`config.mk`:
```
export PLATFORM = sky130hd
export DESIGN_NAME = uart_frame_loader
export DESIGN_NICKNAME = d
export VERILOG_FILES = /design/src/rtl/uart_frame_loader.sv
export SDC_FILE = /design/constraint.sdc
export NUM_CORES = 1
export LEC_CHECK = 0
export CORE_MARGIN = 2
export CORE_UTILIZATION = 35
export CTS_CLUSTER_DIAMETER = 200
export DETAILED_ROUTE_END_ITERATION = 10
export SYNTH_ARGS = -nofsm -noshare
export SYNTH_HDL_FRONTEND = slang
export SYNTH_SLANG_ARGS = --single-unit
```
`constraint.sdc`:
```
create_clock -name iCLK -period 3.2 [get_ports iCLK]
set_input_delay 0.32 -clock iCLK [delete_from_list [all_inputs] [get_ports iCLK]]
set_output_delay 0.32 -clock iCLK [all_outputs]
set_load 0.05 [all_outputs]
```
`src/rtl/uart_frame_loader.sv`:
```
// UART byte stream -> framed pixel writes (sync, slot, payload) through a 2-entry write queue.
// Optional trailing checksum byte when UART_FRAME_LOADER_CHECKSUM_EN is defined.
module uart_frame_loader #(
  parameter int                DATA_W        = 16,
  parameter int                BYTES_PER_PIX = 1,
  parameter int                FRAME_PIXELS  = 307200,
  parameter int                NUM_FRAMES    = 5,
  parameter int                ADDR_W        = 23,
  parameter logic [ADDR_W-1:0] BASE_ADDR     = '0,
  parameter logic [7:0]        SYNC_BYTE     = 8'hA5,
  parameter int                TIMEOUT_CYC   = 20000
) (
  input  logic              iCLK,
  input  logic              iRST,
  input  logic [7:0]        iRX_DATA,
  input  logic              iRX_VALID,
  output logic [DATA_W-1:0] oWR_DATA,
  output logic [ADDR_W-1:0] oWR_ADDR,
  output logic              oWR_VALID,
  input  logic              iWR_READY,
  output logic              oBUSY,
  output logic [7:0]        oSLOT,
  output logic              oDONE,
  output logic              oERR,
  output logic [1:0]        oERR_CODE,
  output logic              oOVERRUN,
  output logic [7:0]        oFRAME_CNT
);

  localparam int PIX_W  = 8 * BYTES_PER_PIX;
  localparam int PIDX_W = (FRAME_PIXELS > 1) ? $clog2(FRAME_PIXELS) : 1;
  localparam int BIDX_W = (BYTES_PER_PIX > 1) ? $clog2(BYTES_PER_PIX) : 1;
  localparam int TMR_W  = $clog2(TIMEOUT_CYC + 1);

  typedef enum logic [1:0] {
    S_IDLE,
    S_SLOT,
    S_PAYLOAD
`ifdef UART_FRAME_LOADER_CHECKSUM_EN
    , S_CHECK
`endif
  } state_t;

  state_t              state;
  logic [PIDX_W-1:0]   pix_idx;
  logic [BIDX_W-1:0]   byte_idx;
  logic [TMR_W-1:0]    timer;
  logic [ADDR_W-1:0]   slot_base;
  logic [PIX_W-1:0]    pix_next;
  logic                byte_last;
  logic                pix_last;
  logic                slot_ok;
  logic                expire;
`ifdef UART_FRAME_LOADER_CHECKSUM_EN
  logic [7:0]          csum;
`endif

  logic                push_vld_p0;
  logic [DATA_W-1:0]   push_data_p0;
  logic [ADDR_W-1:0]   push_addr_p0;

  logic [DATA_W-1:0]   q_data [2];
  logic [ADDR_W-1:0]   q_addr [2];
  logic                q_wptr;
  logic                q_rptr;
  logic [1:0]          q_cnt;
  logic                q_pop;
  logic                q_push;

  // Slot base wraps modulo 2^ADDR_W, so truncating operands before the multiply is exact.
  function automatic logic [ADDR_W-1:0] slot_base_addr(input logic [7:0] slot);
    return BASE_ADDR + ADDR_W'(slot) * ADDR_W'(FRAME_PIXELS);
  endfunction

  function automatic logic [DATA_W-1:0] zext_pixel(input logic [PIX_W-1:0] pix);
    return DATA_W'(pix);
  endfunction

  if (BYTES_PER_PIX == 1) begin : g_one_byte
    assign pix_next = iRX_DATA;
  end else begin : g_multi_byte
    logic [PIX_W-9:0] pix_acc;
    // Earlier bytes sit in the upper part; the partial pixel is discarded via byte_idx on abort.
    always_ff @(posedge iCLK) begin
      if (iRX_VALID && state == S_PAYLOAD) pix_acc <= pix_next[PIX_W-9:0];
    end
    assign pix_next = {pix_acc, iRX_DATA};
  end

  assign byte_last = (byte_idx == BIDX_W'(BYTES_PER_PIX - 1));
  assign pix_last  = (pix_idx == PIDX_W'(FRAME_PIXELS - 1));
  assign slot_ok   = ({24'd0, iRX_DATA} < 32'(NUM_FRAMES));
  assign expire    = (state != S_IDLE) && !iRX_VALID && (timer == TMR_W'(TIMEOUT_CYC - 1));
  assign oBUSY     = (state != S_IDLE);

  always_ff @(posedge iCLK) begin
    if (iRX_VALID && state == S_SLOT) slot_base <= slot_base_addr(iRX_DATA);
  end

  always_ff @(posedge iCLK) begin
    oDONE <= 1'b0;
    oERR  <= 1'b0;
    if (iRST) begin
      state      <= S_IDLE;
      pix_idx    <= '0;
      byte_idx   <= '0;
      timer      <= '0;
      oSLOT      <= 8'd0;
      oERR_CODE  <= 2'd0;
      oFRAME_CNT <= 8'd0;
`ifdef UART_FRAME_LOADER_CHECKSUM_EN
      csum       <= 8'd0;
`endif
    end else begin
      if (iRX_VALID || state == S_IDLE) timer <= '0;
      else                              timer <= timer + TMR_W'(1);

      if (expire) begin
        oERR      <= 1'b1;
        oERR_CODE <= 2'd2;
        byte_idx  <= '0;
        state     <= S_IDLE;
      end else if (iRX_VALID) begin
        case (state)
          S_IDLE: begin
            if (iRX_DATA == SYNC_BYTE) state <= S_SLOT;
          end
          S_SLOT: begin
            if (slot_ok) begin
              oSLOT    <= iRX_DATA;
              pix_idx  <= '0;
              byte_idx <= '0;
`ifdef UART_FRAME_LOADER_CHECKSUM_EN
              csum     <= 8'd0;
`endif
              state    <= S_PAYLOAD;
            end else begin
              oERR      <= 1'b1;
              oERR_CODE <= 2'd1;
              state     <= S_IDLE;
            end
          end
          S_PAYLOAD: begin
`ifdef UART_FRAME_LOADER_CHECKSUM_EN
            csum <= csum + iRX_DATA;
`endif
            if (byte_last) begin
              byte_idx <= '0;
              if (pix_last) begin
`ifdef UART_FRAME_LOADER_CHECKSUM_EN
                state <= S_CHECK;
`else
                oDONE      <= 1'b1;
                oFRAME_CNT <= oFRAME_CNT + 8'd1;
                state      <= S_IDLE;
`endif
              end else begin
                pix_idx <= pix_idx + PIDX_W'(1);
              end
            end else begin
              byte_idx <= byte_idx + BIDX_W'(1);
            end
          end
`ifdef UART_FRAME_LOADER_CHECKSUM_EN
          S_CHECK: begin
            if (iRX_DATA == csum) begin
              oDONE      <= 1'b1;
              oFRAME_CNT <= oFRAME_CNT + 8'd1;
            end else begin
              oERR      <= 1'b1;
              oERR_CODE <= 2'd3;
            end
            state <= S_IDLE;
          end
`endif
          default: state <= S_IDLE;
        endcase
      end
    end
  end

  // Stage p0: completed pixel presented to the queue in the cycle its last byte arrives.
  assign push_vld_p0  = iRX_VALID && (state == S_PAYLOAD) && byte_last;
  assign push_data_p0 = zext_pixel(pix_next);
  assign push_addr_p0 = slot_base + ADDR_W'(pix_idx);

  assign q_pop  = (q_cnt != 2'd0) && iWR_READY;
  assign q_push = push_vld_p0 && ((q_cnt != 2'd2) || q_pop);

  // Queue storage is cleared on reset so the write outputs read zero.
  always_ff @(posedge iCLK) begin
    if (iRST) begin
      q_wptr   <= 1'b0;
      q_rptr   <= 1'b0;
      q_cnt    <= 2'd0;
      oOVERRUN <= 1'b0;
      for (int i = 0; i < 2; i++) begin
        q_data[i] <= '0;
        q_addr[i] <= '0;
      end
    end else begin
      if (q_push) begin
        q_data[q_wptr] <= push_data_p0;
        q_addr[q_wptr] <= push_addr_p0;
        q_wptr         <= ~q_wptr;
      end
      if (q_pop) q_rptr <= ~q_rptr;
      case ({q_push, q_pop})
        2'b10:   q_cnt <= q_cnt + 2'd1;
        2'b01:   q_cnt <= q_cnt - 2'd1;
        default: q_cnt <= q_cnt;
      endcase
      if (push_vld_p0 && !q_push) oOVERRUN <= 1'b1;
    end
  end

  assign oWR_VALID = (q_cnt != 2'd0);
  assign oWR_DATA  = q_data[q_rptr];
  assign oWR_ADDR  = q_addr[q_rptr];

endmodule

```
==> images/clock_nets.png <==
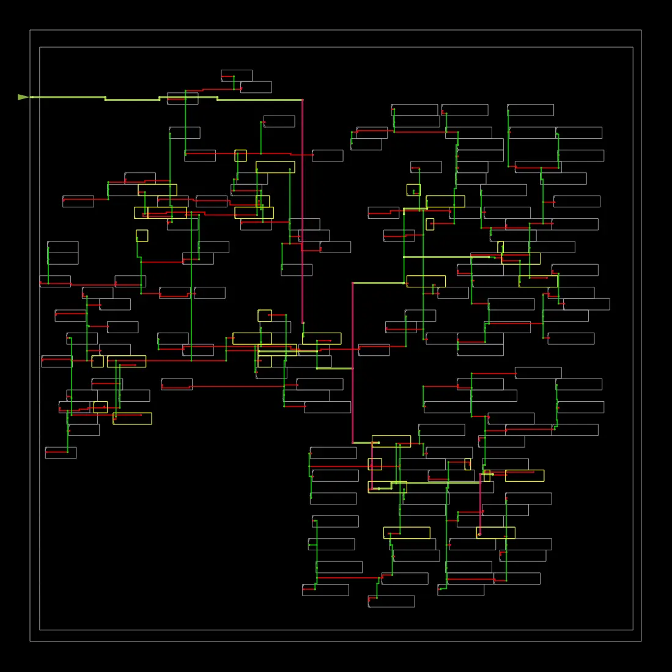
Setup Skew: 0.0110 ns
worst skew pair latency: 0.42 ns
# clk buffers: 19
seq_cells: 135
clk sinks: 135

==> images/gates.png <==
(3 px per um)
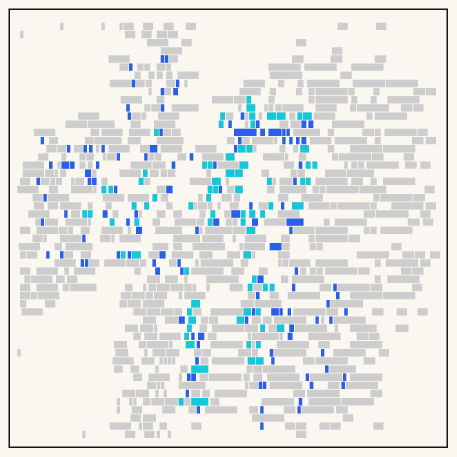
colour	family	cells	most used
blue	nor cells	119	nor2_1
cyan	aoi and oai cells	77	a21oi_1
most numerous logic cell after layout: nor2_1
non-filler cells in the finished layout: 1026

==> results.ini <==
[status]
outcome = completed

[die]
fp-utilization = 0.358
num_rows = 51
chip_area_um2 = 21200

[synth]
simple_gate_share = 0.189
largest_area_cell = edfxtp_1
synth.most_common_cell = nor2_1
netlist.area_leader.share = 0.313
enable_flop_cells = 73
syn_inst = 661

[pwr]
total_power_uw = 4300

[setup_path]
worstSetupPathType = in -> reg
path_cells = clkdlybuf4s50_1 > ha_1 > ha_1 > inv_1 > fa_1 > fa_1 > inv_1 > ha_4 > o21ai_2 > a21oi_2 > o41ai_2 > xnor2_1
ff2ff_path_depth = 6
critPathMaxStageDelay_ns = 0.53
rr_startpoint = pix_idx[0]
r2r_end = pix_idx[11]
r2r_slack_ns = 0.80
start_kind = input pin
end_kind = register
critical_path_buf_inv_count = 3

[finish]
buffer_area_frac = 0.102
inverters = 35
fillers = 1849
n_all_buffers = 93

[detailed_routing]
via_count = 4937
drc = 0

[place]
io_buffers = 65

[global_route]
grt_max_degree = 32
overflow = 0
grt_pass1_wl_um = 24600
grt_pass1_vias = 4852

[min_path]
min_to = oSLOT[0]

[sta]
slew_headroom = 0.488
maxClockFrequency_mhz = 320
whs_ns = 0.343

[clock_tree]
cts_tree = built
h-tree-depth = 4
hold_buffers = 0
clkTransAtPathRegs_ns = 0.06

==> images/port_trees.png <==
(2 px per um)
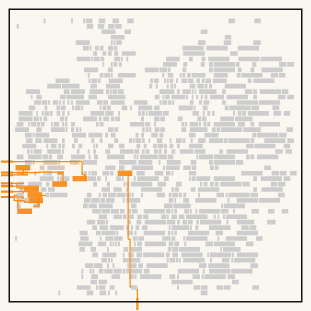
colour	port	direction	edge	end cells	buffers	wire
orange	oSLOT	output	7 left, 1 bottom	8	8	271 um

==> images/ff_map.png <==
(2 px per um)
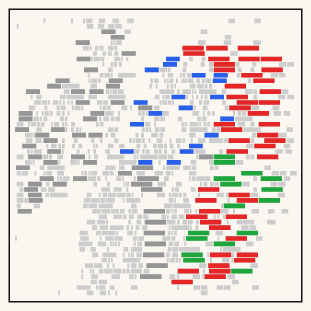
colour	netlist name	placed flops
green	q_data	16
red	q_addr	46
blue	pix_idx	19
Finished Core Util: 0.443
flop share of the area: 0.396
Seq. pwr: 1880 uW
Reg area: 3430 um^2

## power by group
group / switching (uW) / internal, uW / total [uW]
Combinational: 314 / 266 / 580
Sequential: 6.61 / 1870 / 1880
Clock: 761 / 1070 / 1840
Total: 1080 / 3220 / 4300
## worst reg2reg max path, cell delays in order, from the launching register on
cell	delay [ns]
dfxtp_1	0.44
ha_1	0.25
nand3_2	0.17
nor4_4	0.66
o211ai_1	0.37
a41oi_1	0.31
nor3_1	0.07
## per-layer routing
metal	part of all wire	vias to the layer above	track usage
li1	-	2500	-
met1	0.49	2334	0.194
met2	0.46	89	0.225
met3	0.046	14	0.0376
met4	0.012	0	0.0505
met5	0	-	0
Power and IR drop assume default switching activity.
